## src/rtl/program_sequencer_if.sv

```systemverilog
// Decoder/debug/ROM-side signal bundle for program_sequencer.
// The slave modport is the sequencer. The master modport is the core that drives it.
interface program_sequencer_if #(
    parameter int unsigned PC_W  = 4,
    parameter int unsigned CNT_W = 8
);
    logic             jump;
    logic             conditional_jump;
    logic [PC_W-1:0]  jump_address;
    logic             zero_flag;
    logic             halt_req;
    logic             step_req;
    logic [PC_W-1:0]  pm_addr;
    logic [PC_W-1:0]  pc;
    logic             hold;
    logic             halted;
    logic [CNT_W-1:0] retired;
    logic [7:0]       from_PS;

    modport slave (
        input  jump, conditional_jump, jump_address, zero_flag, halt_req, step_req,
        output pm_addr, pc, hold, halted, retired, from_PS
    );

    modport master (
        output jump, conditional_jump, jump_address, zero_flag, halt_req, step_req,
        input  pm_addr, pc, hold, halted, retired, from_PS
    );
endinterface

```

## src/rtl/program_sequencer.sv

```systemverilog
// Program counter, ROM addressing, jump resolution, boot cycle and retired-instruction count.
// Define PS_DEBUG_EN to enable the HALT/STEP debug controller; without it the FSM is BOOT->RUN only.
module program_sequencer #(
    parameter int unsigned PC_W  = 4,
    parameter int unsigned CNT_W = 8
) (
    input  logic                 clk,
    input  logic                 reset,
    program_sequencer_if.slave   bus
);

    localparam logic [1:0] S_BOOT = 2'd0;
    localparam logic [1:0] S_RUN  = 2'd1;
`ifdef PS_DEBUG_EN
    localparam logic [1:0] S_HALT = 2'd2;
    localparam logic [1:0] S_STEP = 2'd3;
`endif

    logic [1:0]       state_q, state_d;
    logic [PC_W-1:0]  pc_q, pc_d;
    logic [CNT_W-1:0] retired_q, retired_d;

    logic             take_jump;
    logic [PC_W-1:0]  exec_addr;
    logic [PC_W-1:0]  pm_addr_c;
    logic             hold_c;

    // Address of the instruction that follows the one in ir when it executes.
    always_comb begin
        take_jump = bus.jump | (bus.conditional_jump & ~bus.zero_flag);
        exec_addr = take_jump ? bus.jump_address : pc_q + PC_W'(1);
    end

    always_comb begin
        state_d   = state_q;
        pc_d      = pc_q;
        retired_d = retired_q;
        pm_addr_c = '0;
        hold_c    = 1'b1;
        case (state_q)
            S_BOOT: begin
                pm_addr_c = '0;
                pc_d      = '0;
                hold_c    = 1'b1;
                state_d   = S_RUN;
            end
            S_RUN: begin
                pm_addr_c = exec_addr;
                pc_d      = exec_addr;
                retired_d = retired_q + CNT_W'(1);
                hold_c    = 1'b0;
`ifdef PS_DEBUG_EN
                if (bus.halt_req) state_d = S_HALT;
`endif
            end
`ifdef PS_DEBUG_EN
            // ir reloads the instruction at pc so it is still pending when execution resumes.
            S_HALT: begin
                pm_addr_c = pc_q;
                hold_c    = 1'b1;
                if (bus.step_req)      state_d = S_STEP;
                else if (!bus.halt_req) state_d = S_RUN;
            end
            S_STEP: begin
                pm_addr_c = exec_addr;
                pc_d      = exec_addr;
                retired_d = retired_q + CNT_W'(1);
                hold_c    = 1'b0;
                state_d   = S_HALT;
            end
`endif
            default: begin
                state_d = S_BOOT;
            end
        endcase
    end

    always_ff @(posedge clk or posedge reset) begin
        if (reset) begin
            state_q   <= S_BOOT;
            pc_q      <= '0;
            retired_q <= '0;
        end else begin
            state_q   <= state_d;
            pc_q      <= pc_d;
            retired_q <= retired_d;
        end
    end

    assign bus.pm_addr = pm_addr_c;
    assign bus.pc      = pc_q;
    assign bus.hold    = hold_c;
    assign bus.retired = retired_q;
    assign bus.from_PS = 8'(pc_q);

`ifdef PS_DEBUG_EN
    assign bus.halted = (state_q == S_HALT);
`else
    logic unused_debug;
    assign unused_debug = &{1'b0, bus.halt_req, bus.step_req};
    assign bus.halted   = 1'b0;
`endif

endmodule

```

## src/flat_wrapper.sv

```systemverilog
// flat-port wrapper written by rule: the top's interface ports become plain ports
module program_sequencer_flat 
#(
    parameter int unsigned PC_W  = 4,
    parameter int unsigned CNT_W = 8
)
  (clk, reset, bus_jump, bus_conditional_jump, bus_jump_address, bus_zero_flag, bus_halt_req, bus_step_req, bus_pm_addr, bus_pc, bus_hold, bus_halted, bus_retired, bus_from_PS);
  program_sequencer_if #(.PC_W(PC_W), .CNT_W(CNT_W)) bus_i ();
  input  logic clk;
  input  logic reset;
  input wire logic [$bits(bus_i.jump)-1:0] bus_jump;
  input wire logic [$bits(bus_i.conditional_jump)-1:0] bus_conditional_jump;
  input wire logic [$bits(bus_i.jump_address)-1:0] bus_jump_address;
  input wire logic [$bits(bus_i.zero_flag)-1:0] bus_zero_flag;
  input wire logic [$bits(bus_i.halt_req)-1:0] bus_halt_req;
  input wire logic [$bits(bus_i.step_req)-1:0] bus_step_req;
  output wire logic [$bits(bus_i.pm_addr)-1:0] bus_pm_addr;
  output wire logic [$bits(bus_i.pc)-1:0] bus_pc;
  output wire logic [$bits(bus_i.hold)-1:0] bus_hold;
  output wire logic [$bits(bus_i.halted)-1:0] bus_halted;
  output wire logic [$bits(bus_i.retired)-1:0] bus_retired;
  output wire logic [$bits(bus_i.from_PS)-1:0] bus_from_PS;
  assign bus_i.jump = bus_jump;
  assign bus_i.conditional_jump = bus_conditional_jump;
  assign bus_i.jump_address = bus_jump_address;
  assign bus_i.zero_flag = bus_zero_flag;
  assign bus_i.halt_req = bus_halt_req;
  assign bus_i.step_req = bus_step_req;
  assign bus_pm_addr = bus_i.pm_addr;
  assign bus_pc = bus_i.pc;
  assign bus_hold = bus_i.hold;
  assign bus_halted = bus_i.halted;
  assign bus_retired = bus_i.retired;
  assign bus_from_PS = bus_i.from_PS;
  program_sequencer #(.PC_W(PC_W), .CNT_W(CNT_W)) u_core (.clk(clk), .reset(reset), .bus(bus_i));
endmodule
```

## config.mk

```make
export PLATFORM = sky130hd
export DESIGN_NAME = program_sequencer_flat
export DESIGN_NICKNAME = d
export VERILOG_FILES = /design/src/rtl/program_sequencer_if.sv /design/src/rtl/program_sequencer.sv /design/src/flat_wrapper.sv
export SDC_FILE = /design/constraint.sdc
export NUM_CORES = 1
export LEC_CHECK = 0
export ABC_AREA = 1
export CORE_MARGIN = 2
export CORE_UTILIZATION = 41
export CTS_BUF_LIST = sky130_fd_sc_hd__clkbuf_4
export DETAILED_ROUTE_END_ITERATION = 7
export PLACE_DENSITY = 0.8
export SYNTH_ARGS = -nofsm -noshare
export SYNTH_HDL_FRONTEND = slang
export SYNTH_SLANG_ARGS = --single-unit
```

## constraint.sdc

```tcl
create_clock -name clk -period 1.7 [get_ports clk]
set_input_delay 0.51 -clock clk [delete_from_list [all_inputs] [get_ports clk]]
set_output_delay 0.51 -clock clk [all_outputs]
set_load 0.05 [all_outputs]
```

Fig. 1: supply network
Pins as bars on the die edge. Tap cells in grey.
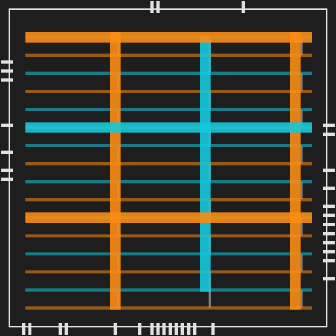
cyan -> VDD
orange -> VSS
tap cells = 25
met5 straps = 3
worst vdd ir: 0.907 mV
chip width: 47.6 microns
Die Span Y: 47.6 microns
core area: 0.00176 sq mm

Fig. 2: cell classes on the final placement
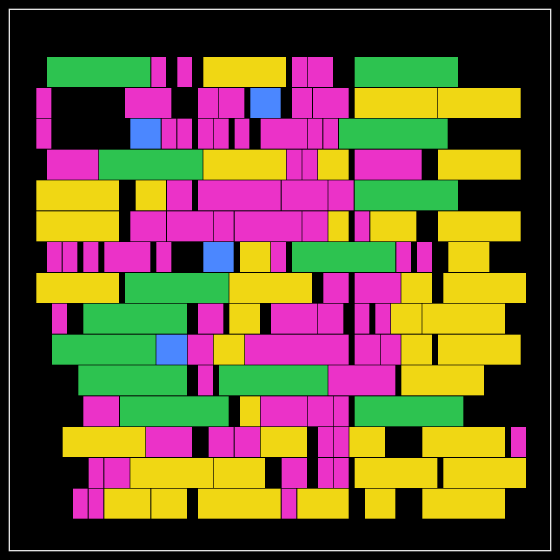
green -> sequential cells  # cells 13
blue -> clock drivers and dummy loads  # cells 4
magenta -> combinational and other logic  # cells 73
yellow -> remaining buffers and delay cells  # cells 40

==> results.tsv <==
metric	value	unit
maxCapViolCount	0	
power.density	1280	mW/mm^2
drt_iter0_markers	10	
post_cts_buffers	6	
xor_area_share	6.57	%
signal_buffers	40	
num-multi-input-gates	57	
fmax	534	MHz
cts_made_buffers	3	
path_clk_slew	0.08	ns
ant_nets	0	
clock_buffers	4	
layout_setup_ws	-0.172	ns
holdPathStages	2	
cts_root_buffer	clkbuf_4	
rows	15	
drive_gt1_share	56.2	%
grt_overflow	0	
dp_hpwl	1370	microns
critPathCaptureType	output pin	
globalplace.congestion	0.751	
yosys.area_share.simple	29.2	%
cts_resized	25	
grt_pass1_wl	2810	microns
rsz0062_at_grt	yes	
seq_area_share	22.7	%
violations	negative setup slack	
ys_sh_adder	3.21	%
firstDrtPassIters	4	
clock_sinks	13	
min_period	1.87	ns
comb_share	28.8	%
ys_cells	92	
n_tap_cell	25	
p_leak	0.754	nW
seqCellArea	332	sq um
warning_count	31	
timing_worst_setup_path_type	reg2out	
holdPathEnd	u_core.bus.retired[7]	
hp-class	reg2reg	
worstRegToRegCells	5	
clock_area_share	2.06	%
buffer_area_share	40.0	%
logic_family	simple AND/OR/NAND/NOR gates	
cts_hold_buf	0	
mux_share	0	%
compound_area_share	0.641	%
diodes	0	
antenna_found_initial	0	
postSynthSeqShare	41.7	%
ioPinCount	37	
finalSetupViolCount	4	
status	complete, but fails checks	
hold_viol_final	0	
layoutNonFillerInstCount	155	
cp_data_arrival_time	1.36	ns
clock_path_buffers	2	
fp_util	44.3	%
r2r_slack	0.45	ns
yosysWarnings	0	
worstMarginPinSlew	0.504	ns
cp-start-kind	flip-flop	
dominant_cells	buffers	
drc_errors	0	
ys.flops	13	
rr_startpoint	u_core.bus.retired[0]	
ctsHtreeMaxLevel	1	
syn2layout_area_growth	87.0	%
grt_pass1_vias	650	
syn_area_per_cell	8.49	sq um
r2r_end	u_core.bus.retired[4]	
synth-area-yosys	781	sq um
yosys.cell_types.count	17	
critPathMaxFanout	3	
Fig. 3: clock wires, drivers and flops
Bar = 10 microns.
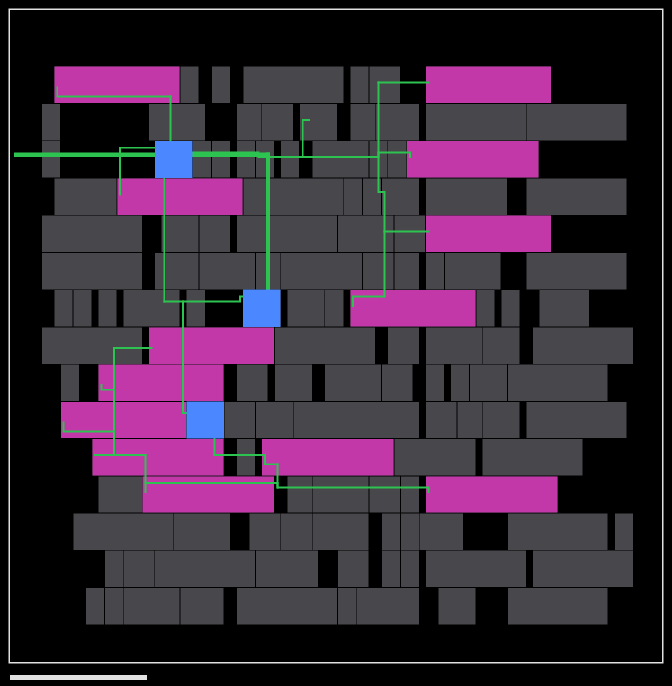
blue -> clock drivers  # count 3
green -> clock wires  # length 177 microns
magenta -> flip-flops  # count 13
routed clock nets = 4
Clock Latency Late Sink: 0.27 ns
part of the power in the clock network: 11.2%
clk pwr: 0.209 mW

Fig. 4: metal layers overlaid
Bar = 10 microns.
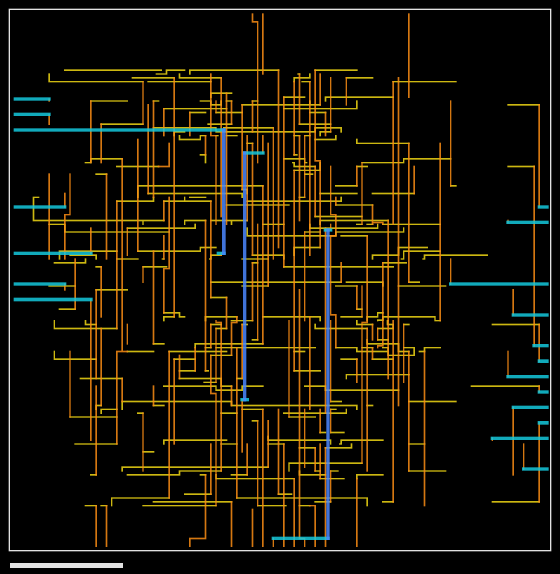
orange -> metal 2  # wire length 1050 microns
yellow -> metal 1  # wire length 731 microns
blue -> metal 4  # wire length 59.8 microns
cyan -> metal 3  # wire length 85.8 microns
DRT Wirelength: 1930 microns
GRT Resource Usage Total: 18.6%
Vias: 678
routed len/inst: 12.4 microns

-- through the flow --
stage	hold WS [ns]	setup WS [ns]	power [mW]	cell area (sq um)
after global placement	0.533	-0.411	1.60	1330
after global routing	0.598	-0.229	1.96	1460
after floorplan	0.387	-0.0153	1.13	846
after CTS	0.557	-0.229	1.87	1430
final	0.553	-0.172	1.87	1460
after detailed placement	0.538	-0.470	1.64	1330
-- where the power goes --
part	internal (mW)	total, mW	switching (mW)	leakage (nW)
Clock	0.107	0.209	0.102	0.0184
Sequential	0.390	0.551	0.161	0.158
Combinational	0.508	1.11	0.601	0.578
-- Yosys cell counts, drive strengths merged --
library cell / n / area share, %
nand4: 2 / 1.6
buf: 10 / 10
nand3: 4 / 2.6
ha: 2 / 3.2
nand2: 26 / 16
nor2: 11 / 9.3
conb: 2 / 0.96
o21ai: 1 / 0.64
xnor2: 1 / 2.1
xor2: 4 / 4.5
inv: 16 / 7.7
dfrtp: 13 / 42
-- registers in the layout, indices dropped and copies added, names as in the netlist --
signal              count
u_core.bus.retired      8
u_core.bus.pc           4
u_core.state_q          1
-- placed cells by master (no fill, tap or decap), drive strengths merged, types with 4 or more instances in the layout --
cell type | synthesis | layout
buf | 10 | 35
conb | 2 | 6
nand2 | 26 | 26
inv | 16 | 16
nor2 | 11 | 11
xor2 | 4 | 4
nand3 | 4 | 4
clkbuf | 0 | 4
dfrtp | 13 | 13
-- layer usage --
metal  track usage, %  vias up  routed length (microns)
li1                 -      329                        -
met1             20.6      320                      730
met2             32.4       23                     1050
met3             4.53        6                       85
met4             10.3        0                       59
met5                0        -                        0
-- worst max-delay path: stages (launching register included) --
cell and delay, ns:
dfrtp_2 0.44, ha_4 0.17, xor2_2 0.15, nor2_2 0.14, nor2_4 0.06, buf_12 0.14
Power is estimated from default activity; no workload was simulated.
